`src/rtl/sw_counter_ctrl_if.sv`:
```
// Button/switch inputs and display-count outputs of the switch counter controller.
// The master drives the front-panel inputs; the slave is the counter.
interface sw_counter_ctrl_if;
  logic [9:0] load_val;
  logic       load_n;
  logic       run_n;
  logic       dir;
  logic [9:0] count;
  logic       running;
  logic       tick;

  modport master (
    output load_val, load_n, run_n, dir,
    input  count, running, tick
  );

  modport slave (
    input  load_val, load_n, run_n, dir,
    output count, running, tick
  );
endinterface

```
`src/rtl/sw_counter_ctrl.sv`:
```
// Loadable up/down counter with a prescaled run mode.
// Its count feeds the binary-to-BCD display path.
module sw_counter_ctrl #(
  parameter int PRESCALE  = 50_000_000,
  parameter int MAX_COUNT = 999
) (
  input logic               clk,
  input logic               rst,
  sw_counter_ctrl_if.slave  bus
);

  localparam int             PW      = (PRESCALE > 1) ? $clog2(PRESCALE) : 1;
  localparam logic [PW-1:0]  PS_LAST = PW'(PRESCALE - 1);
  localparam logic [9:0]     CMAX    = 10'(MAX_COUNT);

  typedef enum logic {ST_STOP = 1'b0, ST_RUN = 1'b1} state_t;

  function automatic logic [9:0] sat_load(input logic [9:0] v);
    return (v > CMAX) ? CMAX : v;
  endfunction

  function automatic logic [9:0] step_count(input logic [9:0] c, input logic up);
    if (up) return (c >= CMAX) ? 10'd0 : c + 10'd1;
    else    return (c == 10'd0) ? CMAX : c - 10'd1;
  endfunction

  state_t        state, state_nxt;
  logic          load_p0, load_p1, load_p2;
  logic          run_p0, run_p1, run_p2;
  logic          dir_p0, dir_p1;
  logic [1:0]    settle;
  logic          load_arm, run_arm;
  logic          load_press, run_press;
  logic          running_c, step;
  logic [PW-1:0] presc;
  logic [9:0]    count_r;
  logic          tick_r;

  // Stage p0/p1: two-flop synchronizers; p2: press-detection history.
  // A button must be seen released after reset before it can arm, so a
  // button held through reset never produces a press.
  always_ff @(posedge clk) begin
    if (rst) begin
      load_p0  <= 1'b1;
      load_p1  <= 1'b1;
      load_p2  <= 1'b1;
      run_p0   <= 1'b1;
      run_p1   <= 1'b1;
      run_p2   <= 1'b1;
      dir_p0   <= 1'b1;
      dir_p1   <= 1'b1;
      settle   <= 2'b00;
      load_arm <= 1'b0;
      run_arm  <= 1'b0;
    end else begin
      load_p0  <= bus.load_n;
      load_p1  <= load_p0;
      load_p2  <= load_p1;
      run_p0   <= bus.run_n;
      run_p1   <= run_p0;
      run_p2   <= run_p1;
      dir_p0   <= bus.dir;
      dir_p1   <= dir_p0;
      settle   <= {settle[0], 1'b1};
      load_arm <= load_arm | (settle[1] & load_p1);
      run_arm  <= run_arm  | (settle[1] & run_p1);
    end
  end

  assign load_press = load_arm & load_p2 & ~load_p1;
  assign run_press  = run_arm  & run_p2  & ~run_p1;

  always_ff @(posedge clk) begin
    if (rst) state <= ST_STOP;
    else     state <= state_nxt;
  end

  always_comb begin
    state_nxt = state;
    if (run_press) state_nxt = (state == ST_RUN) ? ST_STOP : ST_RUN;
  end

  always_comb begin
    running_c = (state == ST_RUN);
    step      = running_c && (presc == PS_LAST);
  end

  // Count update: a load wins over a coincident step and restarts the interval.
  always_ff @(posedge clk) begin
    if (rst) begin
      count_r <= 10'd0;
      presc   <= '0;
      tick_r  <= 1'b0;
    end else begin
      tick_r <= load_press | step;
      if (load_press)  count_r <= sat_load(bus.load_val);
      else if (step)   count_r <= step_count(count_r, dir_p1);
      if (load_press || run_press || step || !running_c) presc <= '0;
      else                                               presc <= presc + PW'(1);
    end
  end

  assign bus.count   = count_r;
  assign bus.running = running_c;
  assign bus.tick    = tick_r;

endmodule
```
`src/flat_wrapper.sv`:
```
// flat-port wrapper written by rule: the top's interface ports become plain ports
module sw_counter_ctrl_flat 
#(
  parameter int PRESCALE  = 50_000_000,
  parameter int MAX_COUNT = 999
)
  (clk, rst, bus_load_val, bus_load_n, bus_run_n, bus_dir, bus_count, bus_running, bus_tick);
  sw_counter_ctrl_if bus_i ();
  input logic clk;
  input logic rst;
  input wire logic [$bits(bus_i.load_val)-1:0] bus_load_val;
  input wire logic [$bits(bus_i.load_n)-1:0] bus_load_n;
  input wire logic [$bits(bus_i.run_n)-1:0] bus_run_n;
  input wire logic [$bits(bus_i.dir)-1:0] bus_dir;
  output wire logic [$bits(bus_i.count)-1:0] bus_count;
  output wire logic [$bits(bus_i.running)-1:0] bus_running;
  output wire logic [$bits(bus_i.tick)-1:0] bus_tick;
  assign bus_i.load_val = bus_load_val;
  assign bus_i.load_n = bus_load_n;
  assign bus_i.run_n = bus_run_n;
  assign bus_i.dir = bus_dir;
  assign bus_count = bus_i.count;
  assign bus_running = bus_i.running;
  assign bus_tick = bus_i.tick;
  sw_counter_ctrl #(.PRESCALE(PRESCALE), .MAX_COUNT(MAX_COUNT)) u_core (.clk(clk), .rst(rst), .bus(bus_i));
endmodule
```
`config.mk`:
```
export PLATFORM = sky130hd
export DESIGN_NAME = sw_counter_ctrl_flat
export DESIGN_NICKNAME = d
export VERILOG_FILES = /design/src/rtl/sw_counter_ctrl_if.sv /design/src/rtl/sw_counter_ctrl.sv /design/src/flat_wrapper.sv
export SDC_FILE = /design/constraint.sdc
export NUM_CORES = 1
export LEC_CHECK = 0
export CAP_MARGIN = 0
export CORE_MARGIN = 5
export CORE_UTILIZATION = 35
export DETAILED_ROUTE_END_ITERATION = 6
export GPL_TIMING_DRIVEN = 0
export PLACE_DENSITY = 0.63
export SLEW_MARGIN = 5
export SYNTH_ARGS = -nofsm -noshare
export SYNTH_HDL_FRONTEND = slang
export SYNTH_SLANG_ARGS = --single-unit
```
`constraint.sdc`:
```
create_clock -name clk -period 3 [get_ports clk]
set_input_delay 0.45 -clock clk [delete_from_list [all_inputs] [get_ports clk]]
set_output_delay 0.45 -clock clk [all_outputs]
set_load 0.02 [all_outputs]
```
==> flow_metrics.env <==
# implementation run metrics
export IMPL_status="finished clean"
export IMPL_crit_type="register to register"
export IMPL_sequentialPowerShare=0.537
export IMPL_hold_violations=0
export IMPL_comb_power_mw=0.0996
export IMPL_top_area_cell="dfxtp_1"
export IMPL_ant_nets=0
export IMPL_cp_startpoint="u_core.bus.count[0]$_SDFFE_PP0P_"
export IMPL_nonClkBufAreaFrac=0.119
export IMPL_warning_count=27
export IMPL_reg2reg_from="u_core.bus.count[0]$_SDFFE_PP0P_"
export IMPL_multi_input_comb_cells=226
export IMPL_async_flop_share=0
export IMPL_holdWs_ps=413
export IMPL_fin_worst_skew_ps=11.2
export IMPL_global_route_usage_total=0.140
export IMPL_relSlewSlack=0.305
export IMPL_holdPathEnd="u_core.run_p1$_SDFF_PP1_"
export IMPL_nFillCells=751
export IMPL_path_clk_slew_ps=100
export IMPL_comb_area_um2=1440
export IMPL_holdPathStages=1
export IMPL_r2r_end="u_core.bus.count[3]$_SDFFE_PP0P_"
-- synthesized netlist by cell type (3+ instances only) --
library cell,count
nand3_1,17
xnor2_1,10
inv_1,9
buf_6,5
ha_1,3
nand4_1,9
a21oi_1,19
o21ai_0,10
a21o_1,3
nor2_1,45
buf_4,3
and3_1,4
o31ai_1,3
nand2_1,16
xor2_1,18
dfxtp_1,50
nor3_1,10
or2_2,10
clkbuf_1,4
-- per-layer routing --
metal,GRT usage,wire length [µm],up-vias
met5,0,0,-
met4,0.0569,122,0
met3,0.0344,402,15
met2,0.229,2890,66
met1,0.177,2700,1031
li1,-,-,1121
==> images/ff_map.png <==
Scale bar: 20 µm. Other sequential cells in the stronger grey, the rest of the logic in the fainter grey.
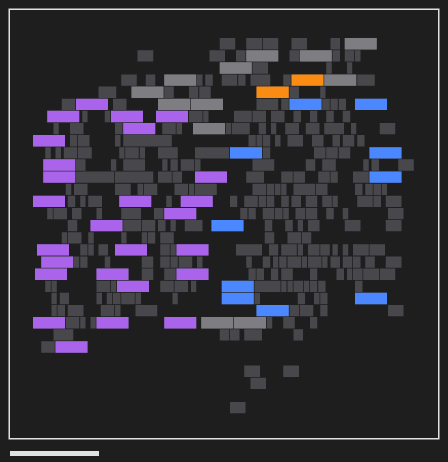
blue -> u_core.bus.count  # placed flops 10
orange -> u_core.settle  # placed flops 2
purple -> u_core.presc  # placed flops 26
not coloured = 12
flop share of the area: 0.325
Util after Layout: 0.427
Seq power: 0.683 mW
Reg area: 1000 µm²

==> images/class_map.png <==
Scale bar: 20 µm.
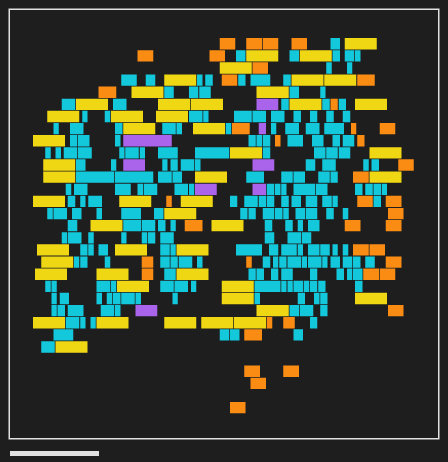
orange -> remaining buffers and delay cells  # cells 41
cyan -> remaining logic cells  # cells 235
yellow -> registers  # cells 50
purple -> clock drivers and dummy loads  # cells 8

Power is estimated from default activity; no workload was simulated.
